$ cat config.mk
export PLATFORM = sky130hd
export DESIGN_NAME = sys_rst_sequencer
export DESIGN_NICKNAME = d
export VERILOG_FILES = /design/src/rtl/sys_rst_sequencer.sv
export SDC_FILE = /design/constraint.sdc
export NUM_CORES = 1
export LEC_CHECK = 0
export CAP_MARGIN = 20
export CORE_ASPECT_RATIO = 0.8
export CORE_UTILIZATION = 40
export DETAILED_ROUTE_END_ITERATION = 7
export GPL_TIMING_DRIVEN = 0
export HOLD_SLACK_MARGIN = 0.08
export MAX_ROUTING_LAYER = met4
export PLACE_DENSITY = 0.65
export SYNTH_ARGS = -nofsm -noshare
export SYNTH_HDL_FRONTEND = slang
export SYNTH_SLANG_ARGS = --single-unit
$ cat constraint.sdc
create_clock -name sys_clk -period 4.75 [get_ports sys_clk]
set_clock_uncertainty 0.1 [all_clocks]
set_input_delay 0.95 -clock sys_clk [delete_from_list [all_inputs] [get_ports sys_clk]]
set_output_delay 0.95 -clock sys_clk [all_outputs]
set_load 0.05 [all_outputs]
$ cat src/rtl/sys_rst_sequencer.sv
// sys_rst_sequencer
//
// Power-up and recovery reset sequencer placed after the clock
// infrastructure. It waits for a filtered DCM lock, pulses the IDELAYCTRL
// reset, waits for the delay controller to report ready and stay ready, then
// releases the user-fabric reset. Lock loss or calibration loss restarts the
// sequence. Saturating event counters feed software status registers.
//
// Parameters:
//   LOCK_FILTER - consecutive synchronised lock cycles needed before sequencing
//   RST_HOLD    - cycles idelay_rst is held high per calibration attempt
//   RDY_TIMEOUT - cycles to wait for idelay_rdy before retrying
//   SETTLE      - cycles idelay_rdy must stay high before release
//   CNT_W       - width of the shared phase counter
//
// Ports:
//   sys_clk         - sole clock
//   rst             - asynchronous active-high reset
//   sys_clk_lock    - DCM lock (asynchronous, synchronised internally)
//   idelay_rdy      - IDELAYCTRL ready (asynchronous, synchronised internally)
//   idelay_rst      - IDELAYCTRL reset back to infrastructure
//   sys_rst         - user-fabric reset, active-high
//   ready           - sequence complete (inverse of sys_rst)
//   retry_count     - saturating count of calibration retries
//   lock_loss_count - saturating count of lock losses
module sys_rst_sequencer #(
    parameter int unsigned LOCK_FILTER = 8,
    parameter int unsigned RST_HOLD    = 16,
    parameter int unsigned RDY_TIMEOUT = 4096,
    parameter int unsigned SETTLE      = 256,
    parameter int unsigned CNT_W       = 16
) (
    input  logic       sys_clk,
    input  logic       rst,
    input  logic       sys_clk_lock,
    input  logic       idelay_rdy,
    output logic       idelay_rst,
    output logic       sys_rst,
    output logic       ready,
    output logic [7:0] retry_count,
    output logic [7:0] lock_loss_count
);

    typedef enum logic [2:0] {
        ST_WAIT_LOCK,
        ST_IDLY_RST,
        ST_WAIT_RDY,
        ST_SETTLE,
        ST_RUN
    } state_t;

    localparam logic [CNT_W-1:0] LOCK_LAST    = CNT_W'(LOCK_FILTER - 1);
    localparam logic [CNT_W-1:0] HOLD_LAST    = CNT_W'(RST_HOLD - 1);
    localparam logic [CNT_W-1:0] TIMEOUT_LAST = CNT_W'(RDY_TIMEOUT - 1);
    localparam logic [CNT_W-1:0] SETTLE_LAST  = CNT_W'(SETTLE - 1);

    // Two-flop synchronisers for the asynchronous status inputs
    logic lock_meta_q, lock_s_q;
    logic rdy_meta_q,  rdy_s_q;

    state_t           state_q, state_d;
    logic [CNT_W-1:0] cnt_q, cnt_d;
    logic             idelay_rst_q, idelay_rst_d;
    logic             sys_rst_q, sys_rst_d;
    logic [7:0]       retry_count_q, retry_count_d;
    logic [7:0]       lock_loss_count_q, lock_loss_count_d;

    logic retry_inc;
    logic loss_inc;

    always_comb begin
        state_d   = state_q;
        cnt_d     = cnt_q + CNT_W'(1);
        retry_inc = 1'b0;
        loss_inc  = 1'b0;

        case (state_q)
            ST_WAIT_LOCK: begin
                if (!lock_s_q) begin
                    cnt_d = '0;
                end else if (cnt_q == LOCK_LAST) begin
                    state_d = ST_IDLY_RST;
                end
            end
            ST_IDLY_RST: begin
                if (cnt_q == HOLD_LAST) begin
                    state_d = ST_WAIT_RDY;
                end
            end
            ST_WAIT_RDY: begin
                // Ready arriving on the timeout cycle still wins
                if (rdy_s_q) begin
                    state_d = ST_SETTLE;
                end else if (cnt_q == TIMEOUT_LAST) begin
                    state_d   = ST_IDLY_RST;
                    retry_inc = 1'b1;
                end
            end
            ST_SETTLE: begin
                if (!rdy_s_q) begin
                    state_d   = ST_IDLY_RST;
                    retry_inc = 1'b1;
                end else if (cnt_q == SETTLE_LAST) begin
                    state_d = ST_RUN;
                end
            end
            ST_RUN: begin
                // Counter is not needed while running; hold it to avoid wrap
                cnt_d = cnt_q;
                if (!rdy_s_q) begin
                    state_d   = ST_IDLY_RST;
                    retry_inc = 1'b1;
                end
            end
            default: begin
                state_d = ST_WAIT_LOCK;
            end
        endcase

        // Lock loss overrides any calibration event on the same cycle
        if (state_q != ST_WAIT_LOCK && !lock_s_q) begin
            state_d   = ST_WAIT_LOCK;
            loss_inc  = 1'b1;
            retry_inc = 1'b0;
        end

        if (state_d != state_q) begin
            cnt_d = '0;
        end

        retry_count_d = retry_count_q;
        if (retry_inc && retry_count_q != 8'hFF) begin
            retry_count_d = retry_count_q + 8'd1;
        end

        lock_loss_count_d = lock_loss_count_q;
        if (loss_inc && lock_loss_count_q != 8'hFF) begin
            lock_loss_count_d = lock_loss_count_q + 8'd1;
        end

        // Outputs decoded from the next state so they move with the state edge
        idelay_rst_d = (state_d == ST_WAIT_LOCK) || (state_d == ST_IDLY_RST);
        sys_rst_d    = (state_d != ST_RUN);
    end

    always_ff @(posedge sys_clk or posedge rst) begin
        if (rst) begin
            lock_meta_q       <= 1'b0;
            lock_s_q          <= 1'b0;
            rdy_meta_q        <= 1'b0;
            rdy_s_q           <= 1'b0;
            state_q           <= ST_WAIT_LOCK;
            cnt_q             <= '0;
            idelay_rst_q      <= 1'b1;
            sys_rst_q         <= 1'b1;
            retry_count_q     <= '0;
            lock_loss_count_q <= '0;
        end else begin
            lock_meta_q       <= sys_clk_lock;
            lock_s_q          <= lock_meta_q;
            rdy_meta_q        <= idelay_rdy;
            rdy_s_q           <= rdy_meta_q;
            state_q           <= state_d;
            cnt_q             <= cnt_d;
            idelay_rst_q      <= idelay_rst_d;
            sys_rst_q         <= sys_rst_d;
            retry_count_q     <= retry_count_d;
            lock_loss_count_q <= lock_loss_count_d;
        end
    end

    assign idelay_rst      = idelay_rst_q;
    assign sys_rst         = sys_rst_q;
    assign ready           = ~sys_rst_q;
    assign retry_count     = retry_count_q;
    assign lock_loss_count = lock_loss_count_q;

endmodule

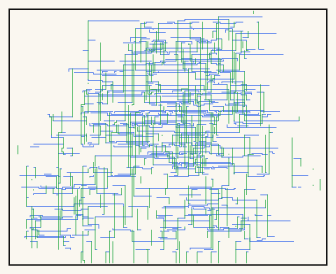
Figure 1: run 1, metal layers overlaid.
Two of the layers only.
Key: blue = M1 [wire length 2160 um]; green = M2 [wire length 1640 um]
overall routing resource usage: 0.171
aggregate routed wire length: 4.00 mm

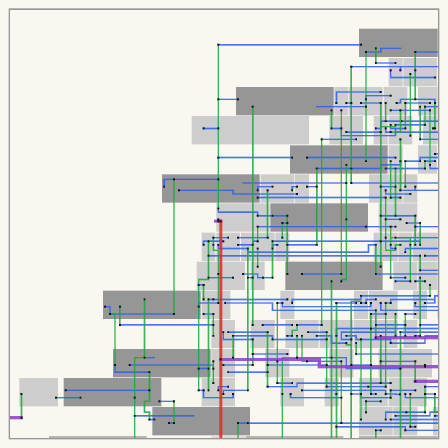
Figure 2: run 1, a small window of the routed layout.
Window x 1 to 41, y 27 to 67 um. Cells in gray, sequential cells in the stronger gray; small squares are vias.
Key: blue = M1; green = M2; red = M4; purple = M3
Netlist names of flops here include cnt_q (8). 63 logic cells have their middle in the window. Most frequent: dfrtp_1 (10), nor2_1 (8), nand2_1 (7). Sequential cells in the window: 10.

==> highlights.md, run 1 <==
* completed — run status
* 66.6 um — die height
* 153 — multi-input gates
* simple AND/OR/NAND/NOR gates — prevailing logic family in the synthesized netlist
* yes — clock tree from TritonCTS
* 41 — number of flip-flops and latches
* 0.405 — share of cell area taken by multi-input logic gates
* 0 — final count of negative-setup-slack endpoints
* 0 — DRC violations left
* 0.00208 mm2 — Syn Std Cell Area
* 0.463 — portion of total power attributed to sequential cells
* 29 — number of buffers outside the clock class in the layout
* 23 — row count
* 1.09 nW — leakage
* 2 — number of buffers between clock root and the deepest sink
* 44 — count of different cell masters after synthesis
* 0 — Post-CTS Hold Fix Bufs
* 26 — count of tool warnings
* met1 — busiest layer in global routing
* 7 — critical path depth
* register — kind of end point of the critical path
* 0 — Max Cap Violations
* sky130_fd_sc_hd__dfrtp_1 47%, sky130_fd_sc_hd__xnor2_1 6.3%, sky130_fd_sc_hd__xor2_1 4.6% — main area contributors after synthesis
* 41 — synthesized flop and latch total
* 204 — # Cells Yosys
* 1387 — number of global-route vias before repair
* cnt_q[9] — reg2reg end
* 0.258 mW — reported net switching power
* 23 — number of I/O pins
* 0 — antenna fix cells
* registers — biggest area consumer among cell classes
* 211 — Net Count, Synth
* simple AND/OR/NAND/NOR gates — cell family with most CP delay
* 10 — worst-path fanout max
* sky130_fd_sc_hd__clkbuf_8 — root buf cell
* 1542 — routed via count
* 288 — number of placed instances with taps included
* 1950 ps — slack of the worst reg-to-reg path
* 0.416 — core utilization at floorplan
* 0.212 — GR met2 Demand/Resource
* sky130_fd_sc_hd__dfrtp_1 — dominant register cell
* 2800 ps — minimum period implied by the final worst setup slack
* 0 — Yosys Warn Count
* sequential cells — Main power group
* 0 — hold violation total from the final report
* 22 — IO buf count
* 0.0180 — Adders+Majority by Area
* register — Setup crit start kind
* 1990 ps — worst-case setup slack after placement
* met4 — topmost layer with routed signal wires
* sky130_fd_sc_hd__dfrtp_1 — cell type with the largest total area after synthesis
* 0.00208 mm2 — synthesis area per yosys
* 0.590 — cycle use final
* 342 mW/mm2 — pwr dens
* 0.493 — Seq share, synth
* 0.412 — flop share of the area
* rdy_meta_q — worst hold path startpoint
* 0.102 — NonClk Buf Share
* 0.00103 mm2 — Sequential Area
* 13.5 um — Wirelength per Cell
* 0.0411 — met3 usage
* 0.270 — share of synthesized cell area in and, or, nand and nor gates
* 4840 ps — data required time at the worst endpoint
* 0 — gr ovfl total
* 0.00238 mm2 — Post-DP Area
* 0 — Post-synth EDFFs
* 1950 ps — worst-case setup margin in the final layout
* 16 — flip-flop count of the largest register after layout
* 0.313 mV — worst voltage drop across the vdd grid
* clkbuf_1, nor3b_1, nor4_1, nand2_1, xnor2_1, o41ai_1, nor4_1 — list of cells traversed by the critical path
* 252 ps — Hold Slack
* 0 ps — Post-Route Setup TNS
* 0.596 mW — internal power
* 0.00101 mm2 — Gate Area
* 0 — final antenna-violating net count
* 142 — number of violations reported at the end of detailed-routing iteration 0
* 7 — Reg2Reg Depth
* reg -> reg — kind of critical path
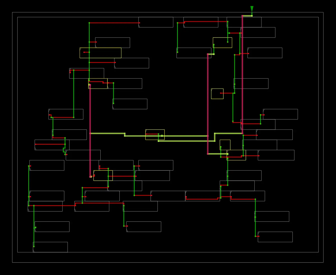
Figure 3: run 1, clock routing.
tally of clock buffers in the finished layout: 5
TritonCTS buffer count: 5
power attributed to the clock group: 0.281 mW
clock latency on the worst-skew pair: 300 ps

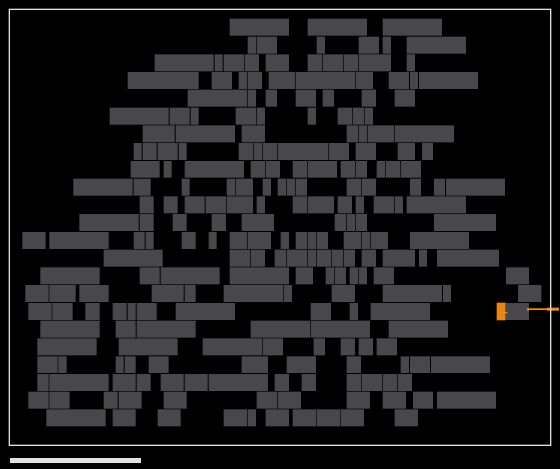
Figure 4: run 1, port wiring.
Scale bar: 20 um.
Key: orange = ready [bits 1, direction output, edge east, end cells 1, buffers 1, wire 3.90 um]

Figure 5. Register map, names as in the netlist (run 1).
Scale bar: 20 um.
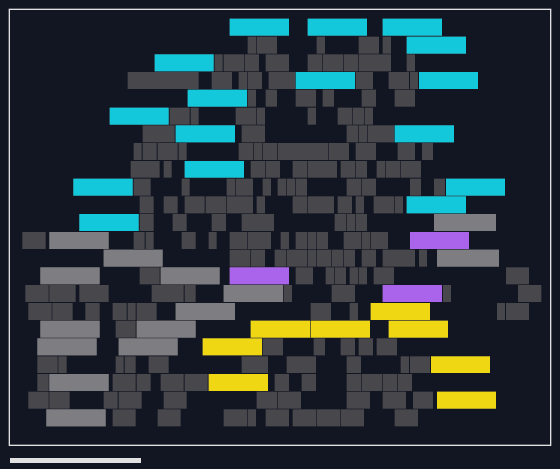

--- run 2 (diff from run 1) ---
Settings changed: PLACE_DENSITY 0.65 to 0.67.
Clock period 4.75 ns to 2.4 ns, I/O delays scaled along.
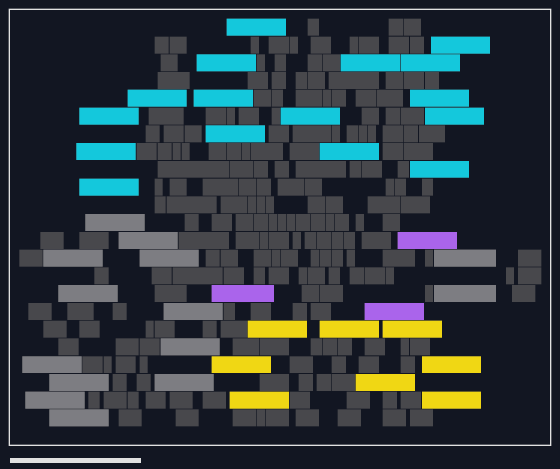
Figure 6: run 2, register map, names as in the netlist.
Scale bar: 20 um.
Key: yellow = retry_count [sequential cells 8]; cyan = cnt_q [sequential cells 16]; purple = state_q [sequential cells 3]
Sequential Area: 0.00103 mm2
final core utilization: 0.547
flop share of the area: 0.376
power in sequential cells: 0.795 mW

==> run 2 against run 1 <==
Net effect: the run now ends with setup timing left; sequential share of layout area shrank 3.6 points; synthesized area is the same; global-route usage grew 1.2 points; via count grew 10%; flip-flop count is the same; critical path depth grew 1; die size is the same; final area grew 9.8%.
==> highlights.md, run 2 <==
* sky130_fd_sc_hd__dfrtp_1 — dominant register cell
* 0.00240 mm2 — Post-DP Area, +0.63%
* 41 — synthesized flop and latch total, unchanged
* lock_meta_q — worst hold path startpoint
* -2500 ps — Post-Route Setup TNS, -2500 ps
* 0.00551 mm2 — area enclosed by the die boundary
* 138 — number of violations reported at the end of detailed-routing iteration 0, -2.8%
* 0.00208 mm2 — synthesis area per yosys, unchanged
* 16 — final count of negative-setup-slack endpoints, +16
* 300 ps — clock latency on the worst-skew pair, about the same
* 0 — hold violation total from the final report, unchanged
* 0.562 mW — power attributed to the clock group, +100%
* logic gates — biggest area consumer among cell classes
* 16 — flip-flop count of the largest register after layout, unchanged
* 0 — DRC violations left, unchanged
* 0 — Max Cap Violations, unchanged
* 23 — row count, unchanged
* 0.0342 — met3 usage, -0.00685
* setup timing — failing checks
* 8 — critical path depth, +1
* 1699 — routed via count, +10%
* sky130_fd_sc_hd__dfrtp_1 — most common cell after layout, fill and taps aside
* 0.416 — share of cell area taken by multi-input logic gates, +0.0110
* 0.0180 — Adders+Majority by Area, unchanged
* 1511 — number of global-route vias before repair, +8.9%
* 0.00501 mm2 — total core area
* 204 — # Cells Yosys, unchanged
* 44 — count of different cell masters after synthesis, unchanged
* 0.251 — GR met2 Demand/Resource, +0.0389
* 0.00274 mm2 — final instance area
* met4 — topmost layer with routed signal wires
* met1 — busiest layer in global routing
* 0.183 — overall routing resource usage, +0.0122
* 66.6 um — die height, unchanged
* 41 — number of clock sinks seen by CTS
* register — kind of end point of the critical path
* 2490 ps — data required time at the worst endpoint, -2350 ps
* 1.18 nW — leakage, +8.2%
* 0 — Yosys Warn Count, unchanged
* 5 — tally of clock buffers in the finished layout, unchanged
* 23 — number of I/O pins, unchanged
* 0.601 mW — reported net switching power, +130%
* 15.2 um — Wirelength per Cell, +12%
* 0.00114 mm2 — Gate Area, +13%
* 0 — Post-CTS Hold Fix Bufs, unchanged
* 254 — number of nets in the layout
* 0.134 — NonClk Buf Share, +0.0325
* 5 — TritonCTS buffer count, unchanged
* 211 — Net Count, Synth, unchanged
* 0.416 — core utilization at floorplan, unchanged
* 43 — number of buffers outside the clock class in the layout, +48%
* 2.30 mm — met2 layer wire length in the routed design
* simple AND/OR/NAND/NOR gates — prevailing logic family in the synthesized netlist
* simple AND/OR/NAND/NOR gates — cell family with most CP delay
* 22 — IO buf count, unchanged
* sequential cells — Main power group
* -223 ps — worst-case setup margin in the final layout, -2170 ps
* or4_4, nor4_4, a21oi_2, buf_4, nor4_2, a2111o_1, buf_2, nor2_1 — list of cells traversed by the critical path
* 9 — Post-CTS Setup Repair Bufs
* 0 — antenna fix cells, unchanged
* 0.493 — Seq share, synth, unchanged
* 683 mW/mm2 — pwr dens, +100%
* sky130_fd_sc_hd__dfrtp_1 — cell type with the largest total area after synthesis
* true — RSZ-0062 raised after global routing
* 42 — maximum number of pins on one net before global-route repair
* 0 — Post-synth EDFFs, unchanged
* 0 — gr ovfl total, unchanged
* 4.71 mm — aggregate routed wire length, +18%
* -351 ps — worst-case setup slack after placement, -2340 ps
* 1.09 — cycle use final, +0.503
* 2620 ps — minimum period implied by the final worst setup slack, -181 ps
* sky130_fd_sc_hd__dfrtp_1 47%, sky130_fd_sc_hd__xnor2_1 6.3%, sky130_fd_sc_hd__xor2_1 4.6% — main area contributors after synthesis
* lock_s_q — hold path endpoint
* 0.465 mV — worst voltage drop across the vdd grid, +49%
* 41 — number of flip-flops and latches, unchanged
* cnt_q[11] — worst r2r src
* register — Setup crit start kind
* cnt_q[15] — reg2reg end
* 2 — number of buffers between clock root and the deepest sink, unchanged
* 288 — number of placed instances with taps included, unchanged
* 5 — worst-path fanout max, -5
* 4 — Pre-antenna DRT Iters
* yes — clock tree from TritonCTS
* 0.270 — share of synthesized cell area in and, or, nand and nor gates, unchanged
* 0.00208 mm2 — Syn Std Cell Area, unchanged
* -220 ps — slack of the worst reg-to-reg path, -2170 ps
* 8 — Reg2Reg Depth, +1
* 28 — count of tool warnings, +7.7%
* 0 — final antenna-violating net count, unchanged
* sky130_fd_sc_hd__clkbuf_8 — root buf cell
* 0.425 — portion of total power attributed to sequential cells, -0.038
* 1.27 mW — internal power, +110%
* 2.96 mm — Detailed Place HPWL
* reg -> reg — kind of critical path
* complete, but fails checks — run status
* 0 — Min-Delay Path Depth
* 255 ps — Hold Slack, +2.60 ps
* 153 — multi-input gates, unchanged
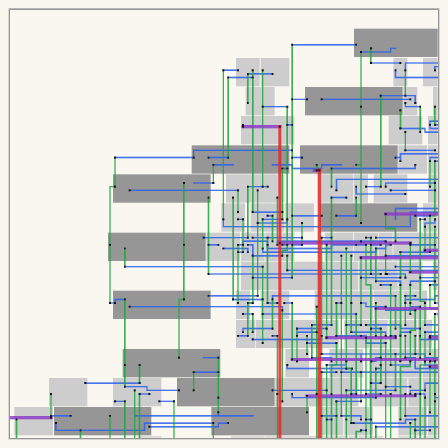
Figure 7: run 2, a small window of the routed layout.
Window x 1 to 41, y 27 to 67 um. Cells in gray, sequential cells in the stronger gray; small squares are vias.
Key: green = M2; purple = M3; red = M4; blue = M1
Netlist names of flops here include cnt_q (8). 66 logic cells have their middle in the window. Sequential cells in the window: 12. Most frequent: dfrtp_1 (12), nor2_1 (7), buf_4 (7).

Power is estimated from default activity; no workload was simulated.
